Fig. 1: run 1, cell sizes after repair
Drawn at 4 px/um.
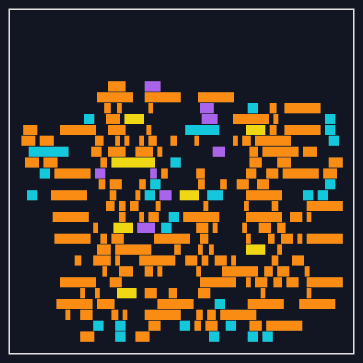
Fig. 2: run 1, sequential cells colored by netlist name
Drawn at 4 px/um. Other sequential cells in the stronger gray, the rest of the logic in the fainter gray.
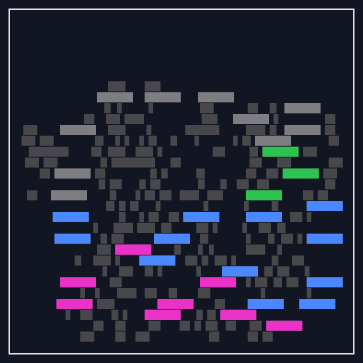
Fig. 3: run 1, cell outlines without signal wires
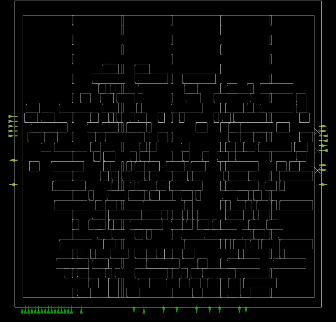
`src/rtl/frame_update_scheduler.sv`:
```
// frame_update_scheduler
// Runs the per-frame game-object update clients (paddles, ball, score) strictly
// inside vertical blanking. A rising edge of vblank starts a sequence that grants
// each client in index order with a one-cycle start pulse and waits for its done
// (or a timeout). Leaving blanking before the sequence finishes aborts it.
//
// Ports:
//   i_Clk        pixel clock
//   i_Rst_L      asynchronous active-low reset
//   i_col_num    current column from the sync generator (not used for scheduling)
//   i_row_num    current row from the sync generator
//   i_enable     scheduling allowed; sampled only on the vblank rising edge
//   i_done       per-client completion, only the granted client's bit is looked at
//   o_start      one-hot, one-cycle start pulse to the granted client
//   o_busy       a sequence is in progress
//   o_frame_cnt  number of accepted vblank triggers, wrapping
//   o_timeout    per-client timeout flags of the current/last sequence
//   o_overrun    sticky: a sequence was aborted or a trigger arrived mid-sequence
module frame_update_scheduler #(
    parameter int unsigned ACTIVE_ROWS    = 480,
    parameter int unsigned TOTAL_ROWS     = 525,
    parameter int unsigned NUM_CLIENTS    = 3,
    parameter int unsigned TIMEOUT_CYCLES = 4096,
    parameter int unsigned FRAME_CNT_W    = 8
) (
    input  logic                   i_Clk,
    input  logic                   i_Rst_L,
    input  logic [9:0]             i_col_num,
    input  logic [9:0]             i_row_num,
    input  logic                   i_enable,
    input  logic [NUM_CLIENTS-1:0] i_done,
    output logic [NUM_CLIENTS-1:0] o_start,
    output logic                   o_busy,
    output logic [FRAME_CNT_W-1:0] o_frame_cnt,
    output logic [NUM_CLIENTS-1:0] o_timeout,
    output logic                   o_overrun
);

    localparam int unsigned IDX_W = (NUM_CLIENTS > 1) ? $clog2(NUM_CLIENTS) : 1;
    localparam int unsigned CNT_W = (TIMEOUT_CYCLES > 1) ? $clog2(TIMEOUT_CYCLES) : 1;

    localparam logic [9:0]       VBLANK_ROW = 10'(ACTIVE_ROWS);
    localparam logic [9:0]       LAST_ROW   = 10'(TOTAL_ROWS - 1);
    localparam logic [IDX_W-1:0] LAST_IDX   = IDX_W'(NUM_CLIENTS - 1);
    localparam logic [CNT_W-1:0] CNT_LIMIT  = CNT_W'(TIMEOUT_CYCLES - 1);

    typedef enum logic [1:0] {
        IDLE  = 2'd0,
        ISSUE = 2'd1,
        WAIT  = 2'd2
    } state_t;

    state_t           state;
    logic             vb_q;
    logic [IDX_W-1:0] idx;
    logic [CNT_W-1:0] to_cnt;

    logic vblank;
    logic trigger;
    logic end_edge;
    logic client_done;
    logic client_expired;

    // Column position and frame height do not influence scheduling.
    logic unused_inputs;
    assign unused_inputs = ^{i_col_num, LAST_ROW};

    // Blanking edge detection from the sampled row counter.
    assign vblank   = (i_row_num >= VBLANK_ROW);
    assign trigger  = vblank & ~vb_q;
    assign end_edge = ~vblank & vb_q;

    // Completion terms for the granted client; done has priority over expiry.
    assign client_done    = i_done[idx];
    assign client_expired = (to_cnt == CNT_LIMIT);

    // Scheduler state machine with registered outputs.
    always_ff @(posedge i_Clk or negedge i_Rst_L) begin
        if (!i_Rst_L) begin
            state       <= IDLE;
            vb_q        <= 1'b0;
            idx         <= '0;
            to_cnt      <= '0;
            o_start     <= '0;
            o_busy      <= 1'b0;
            o_frame_cnt <= '0;
            o_timeout   <= '0;
            o_overrun   <= 1'b0;
        end else begin
            vb_q    <= vblank;
            o_start <= '0;

            // A second trigger mid-sequence means the counters are malformed.
            if (trigger && (state != IDLE)) begin
                o_overrun <= 1'b1;
            end

            case (state)
                IDLE: begin
                    if (trigger && i_enable) begin
                        state       <= ISSUE;
                        idx         <= '0;
                        o_frame_cnt <= o_frame_cnt + 1'b1;
                        o_timeout   <= '0;
                        o_busy      <= 1'b1;
                    end
                end

                ISSUE: begin
                    if (end_edge) begin
                        state     <= IDLE;
                        idx       <= '0;
                        o_busy    <= 1'b0;
                        o_overrun <= 1'b1;
                    end else begin
                        o_start <= NUM_CLIENTS'(1) << idx;
                        to_cnt  <= '0;
                        state   <= WAIT;
                    end
                end

                WAIT: begin
                    if (end_edge) begin
                        state     <= IDLE;
                        idx       <= '0;
                        o_busy    <= 1'b0;
                        o_overrun <= 1'b1;
                    end else begin
                        to_cnt <= to_cnt + 1'b1;
                        if (client_done || client_expired) begin
                            if (!client_done) begin
                                o_timeout[idx] <= 1'b1;
                            end
                            if (idx < LAST_IDX) begin
                                idx   <= idx + 1'b1;
                                state <= ISSUE;
                            end else begin
                                idx    <= '0;
                                o_busy <= 1'b0;
                                state  <= IDLE;
                            end
                        end
                    end
                end

                default: begin
                    state  <= IDLE;
                    idx    <= '0;
                    o_busy <= 1'b0;
                end
            endcase
        end
    end

endmodule
```
`config.mk`:
```
export PLATFORM = sky130hd
export DESIGN_NAME = frame_update_scheduler
export DESIGN_NICKNAME = d
export VERILOG_FILES = /design/src/rtl/frame_update_scheduler.sv
export SDC_FILE = /design/constraint.sdc
export NUM_CORES = 1
export LEC_CHECK = 0
export ABC_AREA = 0
export ABC_CLOCK_PERIOD_IN_PS = 2400
export CELL_PAD_IN_SITES_DETAIL_PLACEMENT = 1
export CELL_PAD_IN_SITES_GLOBAL_PLACEMENT = 2
export CORE_MARGIN = 2
export CORE_UTILIZATION = 25
export DETAILED_ROUTE_END_ITERATION = 16
export PLACE_DENSITY = 0.71
export SETUP_SLACK_MARGIN = 0.02
export SYNTH_ARGS = -nofsm -noshare
export SYNTH_HDL_FRONTEND = slang
export SYNTH_SLANG_ARGS = --single-unit
```
`constraint.sdc`:
```
create_clock -name i_Clk -period 2.4 [get_ports i_Clk]
set_clock_uncertainty 0.1 [all_clocks]
set_input_delay 0.36 -clock i_Clk [delete_from_list [all_inputs] [get_ports i_Clk]]
set_output_delay 0.36 -clock i_Clk [all_outputs]
set_load 0.1 [all_outputs]
```
==> notes.md, run 1 <==
The full implementation flow was run.

Dividing the detail-routed wire length by the instance count gives ~15 um. Setup repair after global routing left no endpoint under its margin. The fraction of registers with async set/reset stands at 100.0%. In this run the worst hold path is classified as in2async. The timing report lists the critical path depth as 6 cells. The final number of max-transition violations stands at 0. The final reports fail on DRC. The antenna diode instance count stands at 0. The hold violation count in the final report stands at 0. The worst path buffer plus inverter count stands at 1. The final cell utilization of the core stands at 33.22%. The flow ran to the end, but the final reports show violations. On the worst path, the slowest cell contributes a delay of 0.43 ns. The die height stands at 85.74 um. The flow reports power dissipated in combinational cells as around 0.0008 W. The fraction of layout instances using a drive strength above 1 stands at 21.54%. TritonRoute reported its final design rule violation total as 3. The switching portion of total power stands at 42.86%. By instance count, the leading cell after synthesis is dfrtp_1. Broken down by cell family, the worst path's largest delay share belongs to simple AND/OR/NAND/NOR gates. Across every metal layer, demand over resource in global routing totals between 10% and 20%.
Back to the opening pictures, Fig. 1:
[_6 and larger] yellow | cells: 7
[_3 and _4 cells] cyan | cells: 27
[_2 cells] purple | cells: 8
[_0 and _1 cells] orange | cells: 153
Synth-to-Final Area Change: 27.72%
non-clock buffer count in the final layout: 34

Back to the opening pictures, Fig. 2:
[to_cnt] blue | sequential cells: 12
[o_frame_cnt] magenta | sequential cells: 8
[o_timeout] green | sequential cells: 3
flop share of the area: 38.71%
register area: 825.8 um^2
power in sequential cells: 0.000733 W

Back to the opening pictures, Fig. 3:
Filler Cells Inserted: 726
site row count: 29
flip-flop and latch count: 33
placeable core area: 0.006422 mm^2
# Taps: 77

==> run 1: flip-flops by register name (all words and copies together) (netlist names) <==
| signal | flops |
|---|---|
| idx | 2 |
| o_busy | 1 |
| o_frame_cnt | 8 |
| o_overrun | 1 |
| o_start | 3 |
| o_timeout | 3 |
| state | 2 |
| to_cnt | 12 |
| vb_q | 1 |
==> run 1: layout make-up <==
cell class / count / area share (%)
clock buffers: 7 / 4.047
clock inverters: 1 / 1.408
inverters: 7 / 1.290
multi-input cells: 113 / 36.89
flip-flops and latches: 33 / 38.71
well taps: 77 / 4.516
repair buffers: 34 / 13.14
==> run 1: routing by layer <==
metal / track usage [%] / vias up
li1: - / 621
met1: 17.54 / 619
met5: 0 / -
met2: 16.97 / 25
met4: 4.329 / 0
met3: 4.235 / 6
==> inputs of run 2 (changes only) <==
--- a/config.mk
+++ b/config.mk
@@ -6,14 +6,15 @@
 export NUM_CORES = 1
 export LEC_CHECK = 0
 export ABC_AREA = 0
-export ABC_CLOCK_PERIOD_IN_PS = 2400
+export ABC_CLOCK_PERIOD_IN_PS = 2300
 export CELL_PAD_IN_SITES_DETAIL_PLACEMENT = 1
 export CELL_PAD_IN_SITES_GLOBAL_PLACEMENT = 2
-export CORE_MARGIN = 2
+export CORE_MARGIN = 1
 export CORE_UTILIZATION = 25
 export DETAILED_ROUTE_END_ITERATION = 16
 export PLACE_DENSITY = 0.71
 export SETUP_SLACK_MARGIN = 0.02
+export SLEW_MARGIN = 25
 export SYNTH_ARGS = -nofsm -noshare
 export SYNTH_HDL_FRONTEND = slang
 export SYNTH_SLANG_ARGS = --single-unit
==> constraint.sdc (replaced) <==
create_clock -name i_Clk -period 2.3 [get_ports i_Clk]
set_clock_uncertainty 0.1 [all_clocks]
set_input_delay 0.345 -clock i_Clk [delete_from_list [all_inputs] [get_ports i_Clk]]
set_output_delay 0.345 -clock i_Clk [all_outputs]
set_load 0.1 [all_outputs]
==> notes.md, run 2 <==
The full implementation flow was run.

Broken down by cell family, the worst path's largest delay share belongs to simple AND/OR/NAND/NOR gates. The ratio of total power to cell area stands at 981.4 mW/mm^2. The detail-routed net length per standard cell stands at between 10 and 15 um. Counting along the longest clock path gives a buffer depth of 2.

The warning total across the stage logs stands at 44. Listed in order, past its start point the critical path passes inv_1, ha_1, o21ai_2, or3_4, nand2_1, mux2_2. The number of flip-flops under the largest register name stands at 12. Setup repair after global routing left no endpoint under its margin. The maximum cell stage delay along the critical path stands at 0.41 ns.

The global routing report lists met1 layer usage as 17.82%. In this run the top signal layer used is met4. From the final report, the count of setup violators was given as 0. The final non-filler cell total stands at around 270.

The number of buffers inserted by hold repair at cts stands at 0. The run finished with clean final reports. The largest registers in the layout are to_cnt x12, o_frame_cnt x8. Among logic cells in the layout, the one with the most instances is dfrtp_1. The part of the total power dissipated in the clock network stands at 22.0%.

The number of rows in the core area stands at 29. The switching portion of total power stands at 44.79%. 42 I/O pins were placed. The met2 capacity usage during global routing stands at 19.14%. Cells fill 33.35% of the core in the end.

Compared with the post-synthesis result, the final layout area differs by 27.49%. The die height stands at 83.74 um. Yosys instantiated no cell more often than dfrtp_1. The global-route total usage across every layer stands at 12.77%. The combinational group power stands at 0.000866 W. The final timing report lists a max-slew violation count of 0. The number of remaining DRC errors stands at 0. The tree built by TritonCTS fans out to 33 sinks. The fraction of layout instances using a drive strength above 1 stands at 22.84%.

Of all flip-flops after synthesis, the portion carrying an async set or reset was 100.0%. Looking at the global route congestion table, the highest-usage layer is met2. By area, the combinational part of the netlist is dominated by simple AND/OR/NAND/NOR gates.

The number of placed instances with taps included stands at 267. Summed over all sequential cells, the power is roughly 0.00077 W. The met3 demand-to-capacity share in global routing stands at 3.066%. The antenna diode instance count stands at 0. The share of the core filled by cells before placement stands at 26.16%. The first detailed-routing pass took 4 iterations. Entering global routing, the biggest net connects 34 pins. The register with the most flip-flops in the final layout is to_cnt. The peak fanout along the critical path stands at 9. The wire-length estimate of the detail-placed layout is 2947 um. In this run the remaining antenna-violating nets after routing total 0. Endpoints failing hold in the final report were tallied at 0. The timing report notes that buffer and inverter cells on the critical path total 1. The type recorded for the worst min-delay path is in2async. Per the OpenROAD floorplan log, the width of the die is 83.74 um.
==> run 2: cell counts after synthesis <==
Identical to the previous run, type by type.
==> run 2: final cells by class <==
class / count / area, um^2 / area share, %
clock buffers: 6 / 82.58 / 3.878
clock inverters: 1 / 7.507 / 0.3525
inverters: 7 / 27.53 / 1.293
multi-input cells: 113 / 787.0 / 36.96
flip-flops and latches: 33 / 825.8 / 38.78
well taps: 77 / 96.34 / 4.524
repair buffers: 37 / 302.8 / 14.22
==> run 2: final timing paths <==
check                      cells after the start           start             end
max                                            6        state[0]        state[1]
min                                            2         i_Rst_L  o_frame_cnt[0]
max reg2reg                                    6        state[0]        state[1]
min reg2reg                                    1  o_frame_cnt[7]  o_frame_cnt[7]
max in group asynchronous                      2         i_Rst_L        state[0]
min in group i_Clk                             1  o_frame_cnt[7]  o_frame_cnt[7]
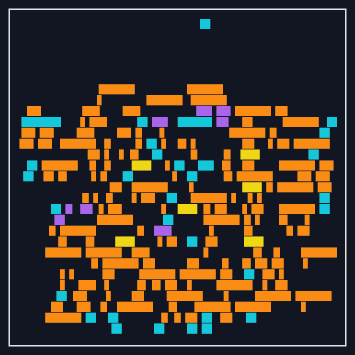
Fig. 4. Cell sizes after repair (run 2).
Drawn at 4 px/um.
[_3 and _4 cells] cyan | cells: 31
[_6 and larger] yellow | cells: 6
[_0 and _1 cells] orange | cells: 152
[_2 cells] purple | cells: 8
total non-filler cell area in the finished layout: 0.002130 mm^2
non-clock buffer count in the final layout: 37

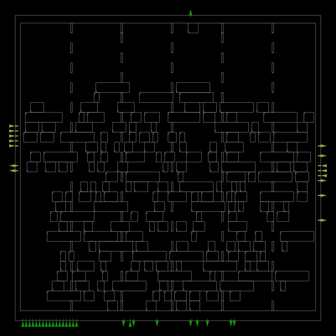
Fig. 5. Cell outlines without signal wires (run 2).
placeable core area: 0.006386 mm^2
Filler Cells Inserted: 720

Power is estimated from default activity; no workload was simulated.
